===== src/rtl/sd_cmd_pkg.sv =====
// sd_cmd_pkg: shared definitions for the SD command-line scheduler.
//   state_t    : scheduler FSM state encoding
//   FRAME_LEN  : length of a command / response frame on the CMD line
//   CMD*       : command index constants
//   CRC7_POLY  : x^7 + x^3 + 1 (the x^7 term is implicit)
//   crc7_next  : one bit-serial CRC7 step
package sd_cmd_pkg;

    typedef enum logic [2:0] {
        ST_IDLE,
        ST_LOAD,
        ST_SEND,
        ST_WAIT_RESP,
        ST_RECV,
        ST_GAP
    } state_t;

    localparam int FRAME_LEN = 48;

    localparam logic [5:0] CMD0   = 6'd0;
    localparam logic [5:0] CMD8   = 6'd8;
    localparam logic [5:0] CMD17  = 6'd17;
    localparam logic [5:0] CMD24  = 6'd24;
    localparam logic [5:0] CMD55  = 6'd55;
    localparam logic [5:0] ACMD41 = 6'd41;

    localparam logic [6:0] CRC7_POLY = 7'h09;

    function automatic logic [6:0] crc7_next(input logic [6:0] crc, input logic din);
        logic fb;
        fb = crc[6] ^ din;
        return {crc[5:0], 1'b0} ^ (fb ? CRC7_POLY : 7'h00);
    endfunction

endpackage


===== src/rtl/sd_crc7.sv =====
// sd_crc7: bit-serial CRC7 accumulator, MSB-first data.
//   clk, rst_n : clock, synchronous active-low reset
//   clr        : force the register to zero (wins over en)
//   en         : absorb din this cycle
//   din        : data bit
//   crc        : current remainder
module sd_crc7
    import sd_cmd_pkg::*;
(
    input  logic       clk,
    input  logic       rst_n,
    input  logic       clr,
    input  logic       en,
    input  logic       din,
    output logic [6:0] crc
);

    always_ff @(posedge clk) begin
        if (!rst_n) begin
            crc <= '0;
        end else if (clr) begin
            crc <= '0;
        end else if (en) begin
            crc <= crc7_next(crc, din);
        end
    end

endmodule


===== src/rtl/sd_cmd_sched.sv =====
// sd_cmd_sched: arbitrates two requesters onto one SD CMD line, serialises the
// 48-bit command frame, optionally collects a 48-bit response, then enforces
// an idle gap.
//   clk, rst_n           : the SD clock, synchronous active-low reset
//   init_* / rw_*        : requester 0 / 1: req, cmd index, arg, resp_en
//   gnt                  : one-hot grant, held for the whole transaction
//   busy                 : grant through end of gap
//   sd_cmd_o / sd_cmd_i  : CMD line to / from the card (both idle high)
//   done, done_id        : completion pulse and owning requester
//   resp, timeout, crc_err : result, valid with done, held until next grant
//
// state        | meaning
// ST_IDLE      | waiting for a request, round-robin arbitration
// ST_LOAD      | latch granted command, drive start bit next
// ST_SEND      | shifting frame bits out on sd_cmd_o
// ST_WAIT_RESP | watching sd_cmd_i for the response start bit
// ST_RECV      | shifting in the remaining 47 response bits
// ST_GAP       | enforced idle cycles before releasing the grant
module sd_cmd_sched
    import sd_cmd_pkg::*;
#(
    parameter int TIMEOUT = 64,
    parameter int GAP     = 8
) (
    input  logic        clk,
    input  logic        rst_n,
    input  logic        init_req,
    input  logic [5:0]  init_cmd,
    input  logic [31:0] init_arg,
    input  logic        init_resp_en,
    input  logic        rw_req,
    input  logic [5:0]  rw_cmd,
    input  logic [31:0] rw_arg,
    input  logic        rw_resp_en,
    output logic [1:0]  gnt,
    output logic        busy,
    output logic        sd_cmd_o,
    input  logic        sd_cmd_i,
    output logic        done,
    output logic        done_id,
    output logic [47:0] resp,
    output logic        timeout,
    output logic        crc_err
);

    localparam int TW = $clog2(TIMEOUT + 1);
    localparam int GW = (GAP > 1) ? $clog2(GAP) : 1;
    localparam logic [TW-1:0] TO_LOAD  = TW'(TIMEOUT - 1);
    localparam logic [GW-1:0] GAP_LOAD = (GAP > 0) ? GW'(GAP - 1) : '0;

    state_t        state;
    logic [5:0]    tx_idx;     // frame bit currently on sd_cmd_o
    logic [5:0]    rx_idx;     // response bit sampled at the next edge
    logic [TW-1:0] to_cnt;
    logic [GW-1:0] gap_cnt;
    logic [39:0]   tx_data;    // frame bits 47..8
    logic          resp_en_q;
    logic          last_rw;    // 1 when rw owned the previous grant
    logic [46:0]   rx_sh;

    logic          pick_rw;
    logic [5:0]    tx_nxt;
    logic [2:0]    crc_idx;
    logic          tx_bit;
    logic          crc_clr;
    logic          crc_en;
    logic          crc_din;
    logic [6:0]    crc;

    assign pick_rw = rw_req && (!init_req || !last_rw);
    assign tx_nxt  = tx_idx - 6'd1;
    assign crc_idx = tx_nxt[2:0] - 3'd1;

    // Bits 7..1 come straight from the CRC register, which has absorbed
    // bits 47..8 by the edge that loads bit 7.
    always_comb begin
        tx_bit = 1'b1;
        if (tx_nxt >= 6'd8) begin
            tx_bit = tx_data[tx_nxt - 6'd8];
        end else if (tx_nxt != 6'd0) begin
            tx_bit = crc[crc_idx];
        end
    end

    // The CRC absorbs each bit at the same edge it is loaded onto or sampled
    // from the line; the start bit is always 0.
    always_comb begin
        crc_clr = 1'b0;
        crc_en  = 1'b0;
        crc_din = 1'b0;
        unique case (state)
            ST_IDLE, ST_GAP: crc_clr = 1'b1;
            ST_LOAD:         crc_en  = 1'b1;
            ST_SEND: begin
                if (tx_idx == 6'd0) begin
                    crc_clr = 1'b1;
                end else if (tx_nxt >= 6'd8) begin
                    crc_en  = 1'b1;
                    crc_din = tx_bit;
                end
            end
            ST_WAIT_RESP:    crc_en  = !sd_cmd_i;
            ST_RECV: begin
                if (rx_idx >= 6'd8) begin
                    crc_en  = 1'b1;
                    crc_din = sd_cmd_i;
                end
            end
            default: ;
        endcase
    end

    sd_crc7 u_crc7 (
        .clk   (clk),
        .rst_n (rst_n),
        .clr   (crc_clr),
        .en    (crc_en),
        .din   (crc_din),
        .crc   (crc)
    );

    always_ff @(posedge clk) begin
        if (!rst_n) begin
            state     <= ST_IDLE;
            gnt       <= 2'b00;
            busy      <= 1'b0;
            sd_cmd_o  <= 1'b1;
            done      <= 1'b0;
            done_id   <= 1'b0;
            resp      <= '0;
            timeout   <= 1'b0;
            crc_err   <= 1'b0;
            last_rw   <= 1'b1;
            tx_idx    <= '0;
            rx_idx    <= '0;
            to_cnt    <= '0;
            gap_cnt   <= '0;
            tx_data   <= '0;
            resp_en_q <= 1'b0;
            rx_sh     <= '0;
        end else begin
            done <= 1'b0;
            unique case (state)
                ST_IDLE: begin
                    if (init_req || rw_req) begin
                        state   <= ST_LOAD;
                        busy    <= 1'b1;
                        gnt     <= pick_rw ? 2'b10 : 2'b01;
                        last_rw <= pick_rw;
                        resp    <= '0;
                        timeout <= 1'b0;
                        crc_err <= 1'b0;
                    end
                end
                ST_LOAD: begin
                    tx_data   <= gnt[1] ? {2'b01, rw_cmd, rw_arg} : {2'b01, init_cmd, init_arg};
                    resp_en_q <= gnt[1] ? rw_resp_en : init_resp_en;
                    sd_cmd_o  <= 1'b0;
                    tx_idx    <= 6'(FRAME_LEN - 1);
                    state     <= ST_SEND;
                end
                ST_SEND: begin
                    if (tx_idx == 6'd0) begin
                        sd_cmd_o <= 1'b1;
                        if (resp_en_q) begin
                            to_cnt <= TO_LOAD;
                            state  <= ST_WAIT_RESP;
                        end else begin
                            done    <= 1'b1;
                            done_id <= last_rw;
                            gap_cnt <= GAP_LOAD;
                            state   <= ST_GAP;
                        end
                    end else begin
                        sd_cmd_o <= tx_bit;
                        tx_idx   <= tx_nxt;
                    end
                end
                ST_WAIT_RESP: begin
                    if (!sd_cmd_i) begin
                        rx_sh  <= '0;
                        rx_idx <= 6'(FRAME_LEN - 2);
                        state  <= ST_RECV;
                    end else if (to_cnt <= TW'(1)) begin
                        timeout <= 1'b1;
                        resp    <= '0;
                        done    <= 1'b1;
                        done_id <= last_rw;
                        gap_cnt <= GAP_LOAD;
                        state   <= ST_GAP;
                    end else begin
                        to_cnt <= to_cnt - TW'(1);
                    end
                end
                ST_RECV: begin
                    rx_sh <= {rx_sh[45:0], sd_cmd_i};
                    if (rx_idx == 6'd0) begin
                        // rx_sh holds bits 47..1; the end bit is on the line now.
                        resp    <= {rx_sh, sd_cmd_i};
                        crc_err <= (rx_sh[6:0] != crc) || !sd_cmd_i;
                        done    <= 1'b1;
                        done_id <= last_rw;
                        gap_cnt <= GAP_LOAD;
                        state   <= ST_GAP;
                    end else begin
                        rx_idx <= rx_idx - 6'd1;
                    end
                end
                ST_GAP: begin
                    if (gap_cnt == '0) begin
                        gnt   <= 2'b00;
                        busy  <= 1'b0;
                        state <= ST_IDLE;
                    end else begin
                        gap_cnt <= gap_cnt - GW'(1);
                    end
                end
                default: state <= ST_IDLE;
            endcase
        end
    end

endmodule

===== config.mk =====
export PLATFORM = sky130hd
export DESIGN_NAME = sd_cmd_sched
export DESIGN_NICKNAME = d
export VERILOG_FILES = /design/src/rtl/sd_cmd_pkg.sv /design/src/rtl/sd_crc7.sv /design/src/rtl/sd_cmd_sched.sv
export SDC_FILE = /design/constraint.sdc
export NUM_CORES = 1
export LEC_CHECK = 0
export CORE_ASPECT_RATIO = 2
export CORE_UTILIZATION = 50
export CTS_CLUSTER_SIZE = 10
export DETAILED_ROUTE_END_ITERATION = 16
export HOLD_SLACK_MARGIN = 0.12
export PLACE_DENSITY = 0.76
export SYNTH_ARGS = -nofsm -noshare
export SYNTH_HDL_FRONTEND = slang
export SYNTH_SLANG_ARGS = --single-unit

===== constraint.sdc =====
create_clock -name clk -period 5.6 [get_ports clk]
set_input_delay 1.12 -clock clk [delete_from_list [all_inputs] [get_ports clk]]
set_output_delay 1.12 -clock clk [all_outputs]
set_load 0.02 [all_outputs]

### Met2 routing

Drawn at 3 px/um.
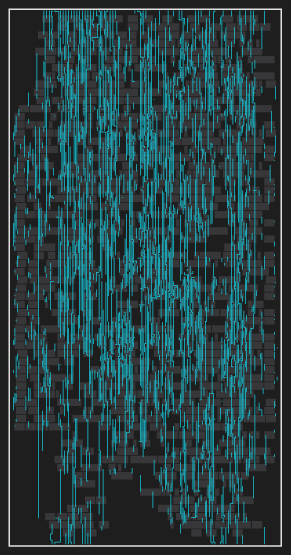
889 nets have wire on it. The longest straight run is 106 um. The layer carries 9910 um of wire. The layer holds 57% of the routed length. The wires run mostly vertical.
final wirelength: 17500 um
M2 GR Usage: 0.430
routed via count: 6658

### Cell classes on the final placement

Drawn at 3 px/um. Fill, decap, tap and diode cells in gray.
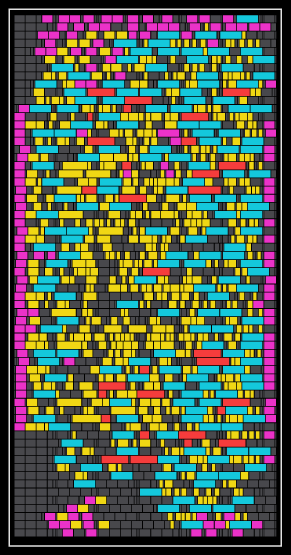
Key: red = clock drivers and dummy loads [cells 30]; cyan = sequential cells [cells 176]; yellow = combinational and other logic [cells 631]; magenta = remaining buffers and delay cells [cells 144]

==> run notes <==
Reports from this run.

- The flow ran to the end, and the final reports show no timing, DRC or antenna violations.
- The chip occupies about 0.016 mm^2.
- The post-synthesis cell count from yosys is 877.
- Among all stages on the critical path, the largest delay is contributed by dfxtp_1.
- The fraction of layout cells with a size suffix above 1 reads 0.0632.
- Per the CTS log, the root buffer master is clkbuf_16.
- The clock network contribution to total cell area is 0.0596.
- Counting flops with a built-in enable in the synthesized netlist gives 0.
- The distinct cell type count after synthesis is 65.
- The design internal power is around 2.8 mW.
- The count of input and output buffers is 138.
- The cell occurring most often along the worst timing path is ha_1.
- The routed length on met3 is 432 um.
- The count of synthesis-stage warnings from yosys is 0.
- The chip area line in the Yosys stat output reads 0.00778 mm^2.
- The global placer's final weighted congestion is 0.855.
- The highest achievable clock rate reads 278 MHz.
- The highest routed metal layer reads met4.
- The worst setup path startpoint reads tx_idx[0].
- The count of final hold-check violations reads 0.
- The total power per unit cell area reads around 470 mW/mm^2.
- The most critical min-delay path falls under reg2reg.
- For this run, the script counts the antenna cells in the layout as 0.
- The smallest clock period supported by the final layout is computed as 3.60 ns.
- The number of buffers between clock root and the deepest sink is 2.
- The sequential-to-total area share from yosys stat reads 0.453.
- The sequential cells in the finished layout cover a total of 0.00352 mm^2.
- Traced cell by cell, the critical path runs through inv_1 -> ha_1 -> nor3b_1 -> xnor2_1 -> ha_1 -> nand2_1 -> o311a_1 -> and4_4 -> o41ai_2 -> a21oi_1 -> o32ai_2.
- The arrival time of data at the worst endpoint is listed as roughly 4 ns.
- The combinational group share of total power reads 0.387.
- The residual DRC count reads 0.
- The area taken by multi-input logic gates reads 0.00392 mm^2.
- The end of the worst register-to-register path reads u_crc7.crc[3].
- The synthesis-to-layout area growth reads 25.8%.
- The average cell area after synthesis is 8.87 um^2.
### I/O nets highlighted

Drawn at 3 px/um.
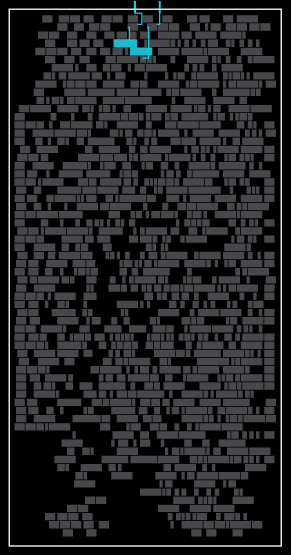
Key: cyan = `gnt` [direction output, end cells 2, buffers 2, wire 34.2 um]

### Routed clock nets over the placement

Drawn at 3 px/um.
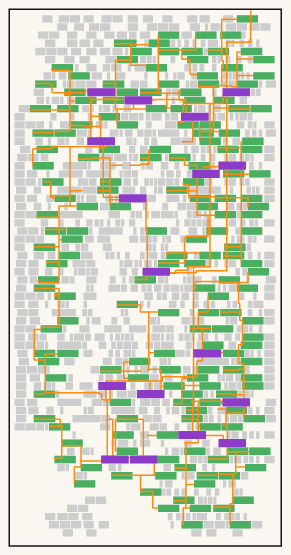
Key: purple = clock drivers [count 17]; green = flip-flops [count 176]; orange = clock wires [length 1970 um]
There are 18 routed clock nets. Position of the flops: widely spread.
power drawn by the clock network: 1.17 mW
Clock Skew: 0.0127 ns
share of total power in the clock network: 0.256
clk ins delay skew pair: 0.43 ns

==> Yosys cell counts (9+ instances only) <==
cell type | number | area share
a211oi_1 | 46 | 0.044
a21oi_1 | 70 | 0.045
a22oi_1 | 47 | 0.045
buf_1 | 9 | 0.0043
clkbuf_1 | 54 | 0.026
dfxtp_1 | 176 | 0.45
ha_1 | 10 | 0.016
inv_1 | 17 | 0.0082
mux2i_1 | 51 | 0.066
mux4_2 | 9 | 0.026
nand2_1 | 70 | 0.034
nand3_1 | 53 | 0.034
nor2_1 | 121 | 0.058
nor3_1 | 16 | 0.010
xor2_1 | 11 | 0.012
==> state kept, by name, summed over array words and instances (netlist names), 2 cells and up <==
name        cells
u_crc7.crc      7
tx_data        39
gnt             2
to_cnt          7
state           3
resp           48
rx_idx          6
tx_idx          6
gap_cnt         3
rx_sh          47
No activity file was given, so power comes from the tool's default toggle rates.
